Fig. 1: run 1, cells colored by class
Scale bar: 50 um. Fill, decap, tap and diode cells in gray.
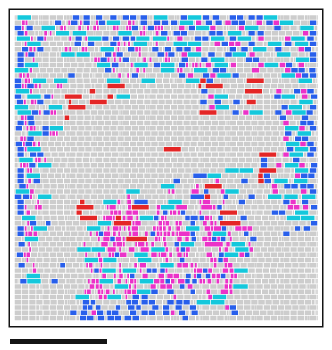
Fig. 2: run 1, clock routing
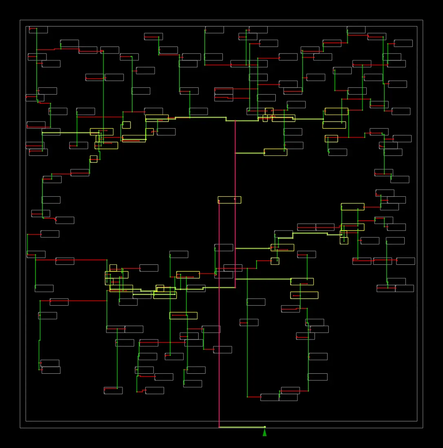
Fig. 3: run 1, met2 routing
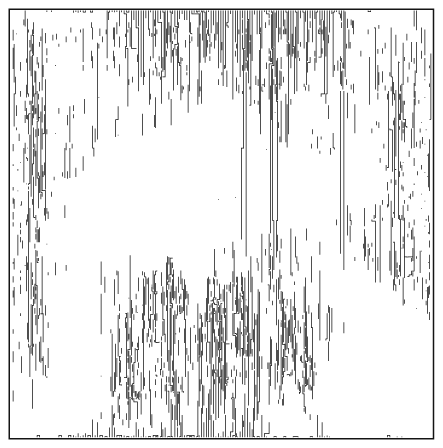
Design cell_pos_mem_ctrl, sky130hd; sources not shown.
==> flow_summary.json, run 1 <==
{
  "ctsRootBufferMaster": "clkbuf_16",
  "antenna_found_initial": 0,
  "place_hpwl_um": 13600,
  "crit_type": "reg -> reg",
  "max_stage_delay_ps": 530,
  "port_buffers": 237,
  "p_sw_frac": 0.293,
  "globalplace.congestion": 0.808,
  "p_leak_nw": 3.26,
  "regArea_um2": 2680,
  "pin_count": 414,
  "ys_types": 51,
  "sh_comb_area": 0.264,
  "warning_count": 26,
  "hp-class": "in -> reg",
  "viasPerCell": 4.44,
  "area_delta_synth_final_pct": 50.5,
  "grt_max_degree": 50,
  "syn-mean-instance-area_um2": 8.71,
  "cp-end-kind": "register",
  "critPathMaxFanout": 5,
  "setup_viol": 0,
  "grt_pass1_wl_um": 29000,
  "fin_ws_ps": 98.1,
  "ff2ff_path_depth": 7,
  "synth_seq_share": 0.454,
  "grt_overflow": 0,
  "pg_comb_mw": 2.02,
  "grt_use_met1": 0.178,
  "fin_skew_ps": 9.48,
  "cts_made_buffers": 17,
  "top_area_cell": "dfxtp_1",
  "syn-cell-area_um2": 5910,
  "area_share_clock_buf_inv": 0.0665,
  "power-top-group": "clock",
  "post_dp_cell_area_um2": 8290,
  "rsz0062_at_grt": "false",
  "die_area_um2": 26200,
  "cts_max_path_buffers": 2,
  "ys_cells": 679,
  "worst_pin_slew_ps": 721,
  "cpMostUsedCell": "buf_4",
  "first_iter_violations": 343,
  "dieHeight_um": 163,
  "critPathLaunchType": "register",
  "max_freq_mhz": 526,
  "logic_area_um2": 2350,
  "power_frac_clock": 0.391,
  "design.seq.count": 134,
  "area_share_nonclk_buffers": 0.318,
  "power_frac_seq": 0.362,
  "area_leaders": "dfxtp_1, buf_4, nand2_1, a22o_1, a21oi_1",
  "slew_violations": 0,
  "status": "complete, no violations",
  "path_depth": 7,
  "first_pass_iters": 4,
  "synth-warning-count": 0,
  "antenna_left": 0,
  "layout.nets": 1056,
  "powerSeq_mw": 2.94,
  "finalHoldViolCount": 0,
  "r2r_setup_slack_ps": 100,
  "hold_path_depth": 3,
  "p_comb_frac": 0.248,
  "largest_class": "buffers",
  "powerClk_mw": 3.18,
  "track_usage": 0.141,
  "post_cts_buffers": 0,
  "power.density_nw_per_um2": 915,
  "wire_per_inst_um": 15.7,
  "grt_use_met3": 0.0420,
  "fp.dieW_um": 161,
  "h-tree-depth": 4,
  "drive_gt1_frac": 0.123,
  "clkSinkCount": 134,
  "ys_ff": 134,
  "drc": 0,
  "fp_util": 0.240
}
Notes on Fig. 1 above:
- clock drivers and dummy loads: red (cells 32)
- remaining logic cells: magenta (cells 411)
- remaining buffers and delay cells: blue (cells 293)
- registers: cyan (cells 134)
sequential share of cell area: 0.301
core area: 24700 um^2
Finished Core Util: 0.361
post-route cell area: 8900 um^2

Notes on Fig. 2 above:
Clock buffer cells: 19
clk_lat worst skew: 420 ps

Notes on Fig. 3 above:
- longest straight run: 70.0 um
- wire length on this layer: 8650 um
- share of all routed wire: 46%
- nets with wire on the layer: 870
- main direction: vertical
Via Count: 5333
met2 Track Usage GR: 0.224
Total Routed Length: 18900 um

[run 1: logic make-up after synthesis]
family                     Yosys count  synth area share
xor gates and xnor gates            14            0.0207
adders and majority gates            2           0.00423
AOI/OAI and AO/OA                  166             0.196
buffers and inverters              144             0.158
DFF                                134             0.454
muxes                                7            0.0118
and+or+nand+nor                    212             0.156
[run 1: timing repair]
| action | in CTS | in global routing |
|---|---|---|
| setup endpoints to repair | 51 | 23 |
| gates resized | 5 | 3 |
| pin swaps | 1 | 4 |
| gates cloned | 1 | 0 |
| hold buffers | 0 | 0 |
[run 1: cell usage after synthesis (all sizes together)]
cell type and n:
nor2b 3, nor2 22, and3 4, a31oi 18
o2111ai 1, nand2 134, a221o 1, and2b 1
ha 2, nor3 10, a2111o 1, and2 3
or4 3, a221oi 2, clkbuf 25, mux2i 7
o221ai 1, xnor2 3, o21bai 1, o32ai 6
a22o 50, nor3b 1, inv 9, o21ai 19
buf 110, o22ai 1, nand3 15, o211a 2
nor4 4, o211ai 1, and3b 1, a2111oi 1
dfxtp 134, a21oi 56, or3 2, a211oi 2
xor2 11, nand3b 1, a21o 1, or2 3
nand2b 5, o21a 2
[run 1: through the flow]
step	hold WS, ps	setup TNS, ps	power (mW)	std cells
2_1_floorplan	384	0	4.17	679
3_3_place_gp	418	-16050	5.00	1167
3_5_place_dp	423	-17960	5.01	1167
4_1_cts	395	0	8.27	1200
5_1_grt	403	0	8.57	1200
6_report	417	0	8.14	1200
[run 1: worst reg2reg max path, stage by stage, from the launching register on]
cell and delay, ps:
dfxtp_1 310, buf_4 140, or4_4 530, o221ai_4 230, nand2_2 90, a21o_1 190
buf_4 150, o32ai_2 180
[run 1: layer usage]
layer,routed length (um),share of wire
met4,545,0.029
met3,1380,0.073
met5,0,0
met2,8650,0.46
met1,8330,0.44
--- run 2 (diff from run 1) ---
--- a/config.mk
+++ b/config.mk
@@ -8,6 +8,7 @@
 export CORE_AREA = 2 2 159 161
 export DETAILED_ROUTE_END_ITERATION = 8
 export DIE_AREA = 0 0 161 163
+export GPL_TIMING_DRIVEN = 0
 export SYNTH_ARGS = -nofsm -noshare
 export SYNTH_HDL_FRONTEND = slang
 export SYNTH_SLANG_ARGS = --single-unit
==> flow_summary.json, run 2 <==
{
  "postSynthCellCount": 679,
  "antennaDiodeCount": 0,
  "maxSlewHeadroom": 0.578,
  "status": "complete, no violations",
  "fin_setup_tns_ps": 0,
  "h-tree-depth": 4,
  "drive_gt1_frac": 0.190,
  "vias": 6027,
  "ys_ff": 134,
  "arrival_ps": 2280,
  "yosysTopAreaCellShare": 0.454,
  "critPathLaunchType": "input port",
  "fin_ws_ps": 51.6,
  "cts_tree": "built",
  "crit_type": "in -> reg",
  "fp.dieW_um": 161,
  "globalplace.congestion": 0.879,
  "synth_seq_share": 0.454,
  "max_freq_mhz": 513,
  "syn_nets": 878,
  "ff2ff_path_depth": 6,
  "postLayoutCoreUtil": 0.424,
  "ys.flop_type": "dfxtp_1",
  "place_hpwl_um": 16200,
  "cp-end-kind": "register",
  "row_count": 58,
  "grt_pass1_wl_um": 31700,
  "hold_path_depth": 3,
  "dp_cells": 1334,
  "ctsHoldBuffers": 0,
  "edf_count": 0,
  "area_delta_synth_final_pct": 76.9,
  "first_iter_violations": 340,
  "ys_cells": 679,
  "wire_per_inst_um": 15.3,
  "synth-async-reset-ratio": 0,
  "warning_count": 27,
  "grt_overflow": 0,
  "layout_top_cells": "clkdlybuf4s50_1, nand2_1, dfxtp_1, buf_4, a21oi_1",
  "fp_util": 0.240,
  "area_leaders": "dfxtp_1, buf_4, nand2_1, a22o_1, a21oi_1",
  "ys_types": 51,
  "p_leak_nw": 4.02,
  "cts_made_buffers": 17,
  "viasPerCell": 4.39,
  "syn-mean-instance-area_um2": 8.71,
  "whs_ps": 238,
  "track_usage": 0.153,
  "stdcell_area_um2": 10500,
  "worst_pin_slew_ps": 634,
  "setup_viol": 0,
  "max_stage_delay_ps": 590,
  "fillers": 2462,
  "antenna_found_initial": 0,
  "synth_dominant_cell_count": "dfxtp_1",
  "hp-class": "in -> reg",
  "path_cells": "clkdlybuf4s50_1, or4_4, nor2_4, a221o_1, a21o_1, buf_6, mux2i_1",
  "top_area_cell": "dfxtp_1",
  "layout.nets": 1230,
  "critPathMaxFanout": 8,
  "required_ps": 2340,
  "die_area_um2": 26200,
  "ctsRootBufferMaster": "clkbuf_16",
  "drc": 0,
  "dieHeight_um": 163,
  "top_cells_by_count": "dfxtp_1, nand2_1, buf_4, a21oi_1, a22o_1",
  "fin_crit_sh": 0.974,
  "fin_skew_ps": 12.1,
  "core_area_um2": 24700,
  "wl_um": 21000,
  "power.density_nw_per_um2": 826,
  "first_pass_iters": 4,
  "port_buffers": 325,
  "post_dp_cell_area_um2": 9580,
  "antenna_left": 0,
  "syn-cell-area_um2": 5910,
  "slew_violations": 0,
  "grt_pass1_vias": 5774,
  "r2r_setup_slack_ps": 80,
  "p_total_mw": 8.64,
  "yosysChipArea_um2": 5910,
  "pin_count": 414,
  "synth-warning-count": 0,
  "cts_max_path_buffers": 2,
  "clk_latency_ps": 410,
  "clkSinkCount": 134,
  "finalHoldViolCount": 0,
  "grt_max_degree": 17
}
## run 2: netlist changes by cell type in the layout (fill, tap and decap cells not counted), sizes merged, moves of 2 or more
cell           before  now
clkdlybuf4s50     235  320
buf                56  121
clkbuf             19   42
dlymetal6s2s        0    3
bufinv              2    4
clkinvlp            3    1
dlygate4sd2         2    0
## run 2: layout make-up
cell class,count,area [um^2],share of cell area
Multi-Input combinational cell,402,2450,0.234
Inverter,9,33.8,0.00323
Buffer,133,922,0.0881
Sequential cell,134,2690,0.257
Timing Repair Buffer,334,3320,0.318
Tap cell,330,413,0.0395
Clock inverter,11,173,0.0165
Clock buffer,20,457,0.0437
## run 2: cells by family after synthesis
group,count (synthesis),synth area share
and+or+nand+nor,212,0.156
AOI/OAI and AO/OA,166,0.196
buffers and inverters,144,0.158
DFF,134,0.454
xor gates and xnor gates,14,0.0207
muxes,7,0.0118
adders and majority gates,2,0.00423
## run 2: worst max-delay path, delay by kind of cell
kind	cells	cell delay (ps)
buffers and inverters	2	600
multiplexers	1	190
AND/OR/NAND/NOR	2	730
AND-OR/OR-AND	2	460
## run 2: metal layers
| metal | track usage | up-vias | part of all wire |
|---|---|---|---|
| met4 | 0.0426 | 0 | 0.013 |
| met3 | 0.0451 | 18 | 0.078 |
| met2 | 0.256 | 263 | 0.48 |
| met1 | 0.191 | 2781 | 0.43 |
| li1 | - | 2965 | - |
| met5 | 0 | - | 0 |
## run 2: power breakdown
group	switching (mW)	internal [mW]	total [mW]
Sequential	0.131	2.84	2.97
Clock	1.22	2.16	3.37
Combinational	1.10	1.20	2.29
Total	2.45	6.20	8.64
## run 2: repair_timing
action | 4_1_cts | 5_1_grt
gates cloned | 0 | 1
pin swaps | 2 | 15
buffers inserted | 2 | 7
setup endpoints to repair | 116 | 68
resized | 37 | 32
Fig. 4: run 2, gate-type map
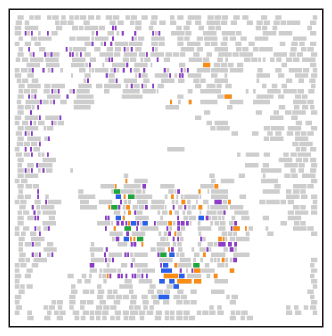
- nor cells: orange (cells 40; most used nor2_1)
- nand cells: purple (cells 155; most used nand2_1)
- mux cells: green (cells 7; most used mux2i_1)
- xor and xnor cells: blue (cells 14; most used xor2_1; where bottom middle)
non-filler instance count after layout: 1373
most common logic cell in the routed design: clkdlybuf4s50_1

No activity file was given, so power comes from the tool's default toggle rates.
